## config.mk

```make
export PLATFORM = sky130hd
export DESIGN_NAME = net_layer_sequencer
export DESIGN_NICKNAME = d
export VERILOG_FILES = /design/src/rtl/net_ctrl_pkg.sv /design/src/rtl/seq_watchdog.sv /design/src/rtl/net_layer_sequencer.sv
export SDC_FILE = /design/constraint.sdc
export NUM_CORES = 1
export LEC_CHECK = 0
export CAP_MARGIN = 40
export CORE_ASPECT_RATIO = 1.4
export CORE_MARGIN = 3
export CORE_UTILIZATION = 25
export CTS_CLUSTER_DIAMETER = 40
export DETAILED_ROUTE_END_ITERATION = 16
export PLACE_DENSITY_LB_ADDON = 0.08
export SYNTH_ARGS = -nofsm -noshare
export SYNTH_HDL_FRONTEND = slang
export SYNTH_SLANG_ARGS = --single-unit
```

## constraint.sdc

```tcl
create_clock -name clk -period 7.7 [get_ports clk]
set_clock_uncertainty 0.15 [all_clocks]
set_input_delay 0.77 -clock clk [delete_from_list [all_inputs] [get_ports clk]]
set_output_delay 0.77 -clock clk [all_outputs]
set_load 0.02 [all_outputs]
```

## src/rtl/net_ctrl_pkg.sv

```systemverilog
// Shared constants and state encoding for the layer-chain run controllers.
package net_ctrl_pkg;

  localparam int unsigned LAYER_IDX_W = 8;
  localparam int unsigned CYCLE_CNT_W = 32;

  typedef enum logic [2:0] {
    StInit  = 3'd0,
    StIdle  = 3'd1,
    StRun   = 3'd2,
    StGap   = 3'd3,
    StDone  = 3'd4,
    StError = 3'd5
  } seq_state_e;

  function automatic logic [CYCLE_CNT_W-1:0] sat_inc(input logic [CYCLE_CNT_W-1:0] v);
    return (&v) ? v : v + 1'b1;
  endfunction

endpackage

```

## src/rtl/seq_watchdog.sv

```systemverilog
// Saturating cycle watchdog; expired is a registered compare against TIMEOUT_CYCLES-1.
module seq_watchdog #(
  parameter int unsigned TIMEOUT_CYCLES = 65536
) (
  input  logic clk,
  input  logic rst_n,
  input  logic clear,
  input  logic count_en,
  output logic expired
);

  localparam int unsigned CntW = (TIMEOUT_CYCLES >= 2) ? $clog2(TIMEOUT_CYCLES) : 1;
  localparam logic [CntW-1:0] Limit = CntW'(TIMEOUT_CYCLES - 1);

  logic [CntW-1:0] cnt_q, cnt_d;

  always_comb begin
    cnt_d = cnt_q;
    if (clear) begin
      cnt_d = '0;
    end else if (count_en && (cnt_q != Limit)) begin
      cnt_d = cnt_q + 1'b1;
    end
  end

  always_ff @(posedge clk or negedge rst_n) begin
    if (!rst_n) begin
      cnt_q   <= '0;
      expired <= 1'b0;
    end else begin
      cnt_q   <= cnt_d;
      expired <= !clear && (cnt_d == Limit);
    end
  end

endmodule

```

## src/rtl/net_layer_sequencer.sv

```systemverilog
// Run controller for the conv/pool layer chain: init wait, one layer at a time,
// ping-pong buffer toggling and a per-layer watchdog. No datapath.
module net_layer_sequencer
  import net_ctrl_pkg::*;
#(
  parameter int unsigned LAYER_NUM        = 3,
  parameter int unsigned INIT_WAIT_CYCLES = 128,
  parameter int unsigned GAP_CYCLES       = 2,
  parameter int unsigned TIMEOUT_CYCLES   = 65536
) (
  input  logic                   clk,
  input  logic                   rst_n,
  input  logic                   start,
  input  logic                   abort,
  input  logic [LAYER_NUM-1:0]   layer_finished,
  output logic [LAYER_NUM-1:0]   layer_en,
  output logic                   buf_sel,
  output logic [LAYER_IDX_W-1:0] cur_layer,
  output logic                   ready,
  output logic                   busy,
  output logic                   done,
  output logic                   error,
  output logic [LAYER_IDX_W-1:0] err_layer,
  output logic [CYCLE_CNT_W-1:0] run_cycles
);

  localparam int unsigned InitW = $clog2(INIT_WAIT_CYCLES + 1);
  localparam int unsigned GapW  = $clog2(GAP_CYCLES + 1);
  localparam logic [InitW-1:0]       InitLast  = InitW'(INIT_WAIT_CYCLES - 1);
  localparam logic [GapW-1:0]        GapLast   = GapW'(GAP_CYCLES - 1);
  localparam logic [LAYER_IDX_W-1:0] LastLayer = LAYER_IDX_W'(LAYER_NUM - 1);

  seq_state_e             state_q;
  logic [InitW-1:0]       init_cnt_q;
  logic [GapW-1:0]        gap_cnt_q;
  logic [CYCLE_CNT_W-1:0] run_cnt_q;

  logic fin_active, wd_clear, wd_count_en, wd_expired;

  // layer_en is one-hot on cur_layer in RUN, so this ignores inactive finish pulses.
  assign fin_active  = |(layer_finished & layer_en);
  assign wd_count_en = (state_q == StRun);
  assign wd_clear    = !abort && (((state_q == StIdle) && start) ||
                                  ((state_q == StGap) && (gap_cnt_q == GapLast)));

  seq_watchdog #(
    .TIMEOUT_CYCLES(TIMEOUT_CYCLES)
  ) u_watchdog (
    .clk      (clk),
    .rst_n    (rst_n),
    .clear    (wd_clear),
    .count_en (wd_count_en),
    .expired  (wd_expired)
  );

  always_ff @(posedge clk or negedge rst_n) begin
    if (!rst_n) begin
      state_q    <= StInit;
      init_cnt_q <= '0;
      gap_cnt_q  <= '0;
      run_cnt_q  <= '0;
      layer_en   <= '0;
      buf_sel    <= 1'b0;
      cur_layer  <= '0;
      ready      <= 1'b0;
      busy       <= 1'b0;
      done       <= 1'b0;
      error      <= 1'b0;
      err_layer  <= '0;
      run_cycles <= '0;
    end else begin
      done <= 1'b0;
      if (abort && (state_q inside {StRun, StGap, StDone, StError})) begin
        // Abort leaves buf_sel and run_cycles as they were.
        state_q  <= StIdle;
        layer_en <= '0;
        error    <= 1'b0;
        busy     <= 1'b0;
        ready    <= 1'b1;
      end else begin
        unique case (state_q)
          StInit: begin
            if (init_cnt_q == InitLast) begin
              state_q <= StIdle;
              ready   <= 1'b1;
            end else begin
              init_cnt_q <= init_cnt_q + 1'b1;
            end
          end
          StIdle: begin
            if (start && !abort) begin
              state_q   <= StRun;
              layer_en  <= LAYER_NUM'(1);
              cur_layer <= '0;
              buf_sel   <= 1'b0;
              run_cnt_q <= '0;
              busy      <= 1'b1;
              ready     <= 1'b0;
            end
          end
          StRun: begin
            run_cnt_q <= sat_inc(run_cnt_q);
            if (fin_active) begin
              layer_en <= '0;
              buf_sel  <= ~buf_sel;
              if (cur_layer == LastLayer) begin
                state_q    <= StDone;
                done       <= 1'b1;
                busy       <= 1'b0;
                run_cycles <= sat_inc(run_cnt_q);
              end else begin
                state_q   <= StGap;
                gap_cnt_q <= '0;
              end
            end else if (wd_expired) begin
              state_q   <= StError;
              layer_en  <= '0;
              error     <= 1'b1;
              err_layer <= cur_layer;
              busy      <= 1'b0;
            end
          end
          StGap: begin
            run_cnt_q <= sat_inc(run_cnt_q);
            if (gap_cnt_q == GapLast) begin
              state_q   <= StRun;
              cur_layer <= cur_layer + 1'b1;
              layer_en  <= LAYER_NUM'(1) << (cur_layer + 1'b1);
            end else begin
              gap_cnt_q <= gap_cnt_q + 1'b1;
            end
          end
          StDone: begin
            state_q <= StIdle;
            ready   <= 1'b1;
          end
          StError: ;
          default: state_q <= StInit;
        endcase
      end
    end
  end

endmodule

```

Figure 1. Wiring by layer.
Bar = 50 um.
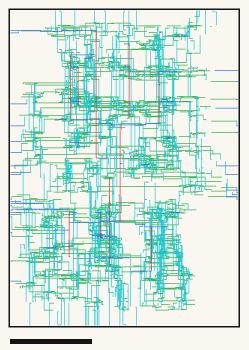
| color | layer | wire length |
|---|---|---|
| cyan | M2 | 8230 um |
| blue | M3 | 603 um |
| green | M1 | 7730 um |
| red | M4 | 399 um |

Figure 2. Congestion heat map.
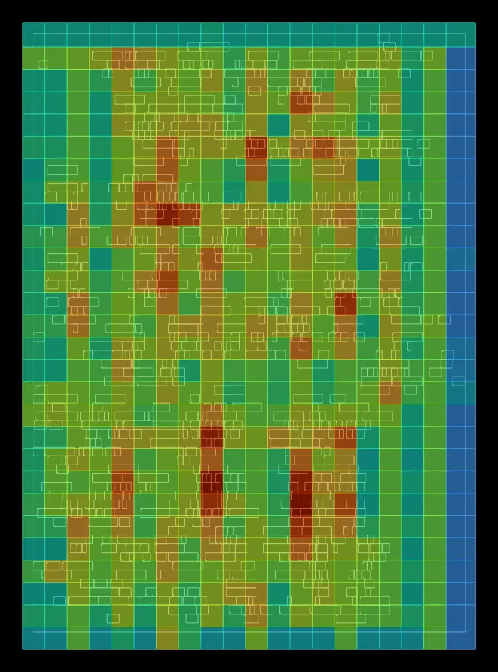
final core utilization: 31.84%
met1 GRT Util: 16.19%
WL/cell: 15.96 um
GR Util met2: 21.09%
met3 Use GR: 2.911%

Figure 3. Sequential cells grouped by signal name.
Bar = 50 um. Other sequential cells in the stronger gray, the rest of the logic in the fainter gray.
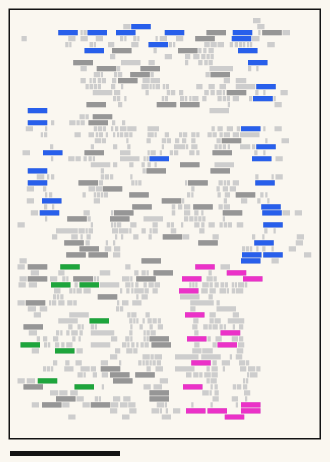
| color | name in the netlist | flops |
|---|---|---|
| green | cur_layer | 8 |
| magenta | u_watchdog.cnt_q | 16 |
| blue | run_cycles | 32 |
not colored: 62
Seq. pwr: 759 uW
flop share of the area: 37.45%
Reg area: 2953 um^2

==> ci_impl_report.md <==
## Implementation flow summary

| Metric | Value |
|---|---|
| Total die area | `27180 um^2` |
| MaxCap Viol Count | `0` |
| YS warnings | `0` |
| H-tree depth | `4` |
| Chip Width | `140.2 um` |
| Setup TNS | `0 ps` |
| Post-synthesis sequential area ratio | `46.85%` |
| Worst setup EP type | `flop` |
| Post-route ant nets | `0` |
| Total track usage | `12.90%` |
| Endpoints failing setup | `0` |
| Post-synth ARST share | `100.0%` |
| GPL Wtd Cong | `0.8118` |
| Setup Buffers After CTS | `0` |
| Log Warnings | `28` |
| Critical path fanouts, max | `21` |
| Worst Path Required | `7900 ps` |
| Clk_lat worst skew | `420 ps` |
| Drt pass-1 iters | `6` |
| #FFs+latches synth | `118` |
| IR Drop Worst-Case VDD | `0.1598 mV` |
| Die y size | `193.9 um` |
| Total wire length | `16.95 mm` |
| Layout cell share with drive strength beyond 1 | `7.631%` |
| Minimum clock period after layout | `3371 ps` |
| CTS clk-pin slew, worst paths | `60 ps` |
| Leading area contributor after synthesis | `dfrtp_1` |
| Slew headroom | `38.04%` |
| Max-slew violations | `0` |
| Mean Syn Cell Area | `9.214 um^2` |
| Drt drc | `0` |
| CTS Root Cell | `clkbuf_16` |
| Post-cts resize count | `0` |
| Final worst slack | `4329 ps` |
| P per Cell Area | `282.6 nW/um^2` |
| I/O Buffers | `62` |
| Worst-margin pin slew | `929.4 ps` |
| Placed Area | `7241 um^2` |
| EDFF count, synth | `0` |
| Startpoint Class | `flop` |
| Leak pwr | `3.140 nW` |
| Worst min path class | `in -> async` |
| Vias/cell | `5.035` |
| Clk sinks | `118` |
| # diodes | `0` |
| Num rows | `68` |
| Critical path class | `reg -> reg` |
| Fin area | `7884 um^2` |
| Area Overhead vs Synth | `25.09%` |
| Post-Syn Nets | `699` |
| Largest net degree at the start of global routing | `66` |
| Final net count | `749` |
| CTS Hold Bufs | `0` |
| Io pins | `63` |
| Fillers | `2585` |
| CTS Buf Count | `17` |
| First-pass GRT wire length | `28.59 mm` |
| Clock Tree Buf Depth | `2` |
| Maximum clock frequency | `0.2967 GHz` |
| Area leader share | `46.85%` |
| MI comb area | `3139 um^2` |
| Netlist cell types | `57` |
| Outcome | `finished clean` |
| DR iter-0 viols | `341` |
| Vias in the first global route | `5462` |
| Synthesized instance count | `684` |
-- kinds of logic after synthesis --
family                     share of synthesized area (%)
and+or+nand+nor                                    21.72
adders and majority gates                          1.588
AOI/OAI and AO/OA                                  17.41
muxes                                              2.402
xor gates and xnor gates                           6.532
DFF                                                46.85
buffers and inverters                              3.494
-- per-layer routing --
metal / GRT usage [%] / share of wire (%) / vias to the layer above
met2: 21.09 / 49 / 110
met1: 16.19 / 46 / 2607
met4: 5.781 / 2.3 / 0
met3: 2.911 / 3.6 / 27
met5: 0 / 0 / -
li1: - / - / 2603
-- sequential cells by signal, indices dropped and copies added, names as in the netlist --
register	count
gap_cnt_q	2
u_watchdog.expired	1
ready	1
busy	1
u_watchdog.cnt_q	16
layer_en	3
cur_layer	8
buf_sel	1
state_q	3
run_cycles	32
init_cnt_q	8
done	1
error	1
err_layer	8
run_cnt_q	32
-- placed cells by master, fill, tap and decap left out, types with 22 or more instances in the layout --
cell type        Yosys  final
a21oi_1             26     26
nand4_1             22     22
dfrtp_1            118    118
nand2_1             89     89
xnor2_1             25     25
nor2_1              35     35
clkdlybuf4s50_1      0     61
o31ai_1             22     22
nand3_1             28     27
xor2_1              22     22
o21ai_0             83     83
-- power by group --
part | switching (mW) | internal [mW] | leakage, nW
clock | 0.289 | 0.582 | 0.323
sequential | 0.0782 | 0.681 | 1.62
combinational | 0.389 | 0.209 | 1.20
-- worst paths after layout --
kind                                   start              to  slack (ps)
worst min register to register  err_layer[0]    err_layer[0]         330
min in group clk                err_layer[0]    err_layer[0]         330
max in group asynchronous              rst_n    run_cnt_q[9]        6060
worst max register to register    state_q[1]   run_cnt_q[20]        4330
worst max-delay path              state_q[1]   run_cnt_q[20]        4330
worst min-delay path                   rst_n  run_cycles[29]         230
-- critical path, stage by stage, from the launching register on --
cell and delay [ps]:
dfrtp_1 640, inv_1 180, ha_1 350, and2_1 280, a21oi_1 470, and2_1 830
o21ai_0 210, a21oi_1 180
-- per-stage QoR --
stage	power (mW)	cells	utilization, %	hold slack (ps)
final	2.228	1062	31.84	227.6
after global routing	2.378	1062	31.84	278.6
after CTS	2.262	1062	31.84	242.3
after detailed placement	1.374	1030	29.24	320.2
after global placement	1.359	1027	29.07	312.1
after floorplan	1.164	684	-	295.7
-- cell type report --
type                       count  share of cell area, %
tap                          315                  4.999
multi-input combinational    512                  39.82
timing repair buffer          70                  8.856
sequential                   118                  37.45
inverter                      15                 0.7142
clock inverter                 9                  1.841
clock buffer                  23                  6.316
Power and IR drop assume default switching activity.
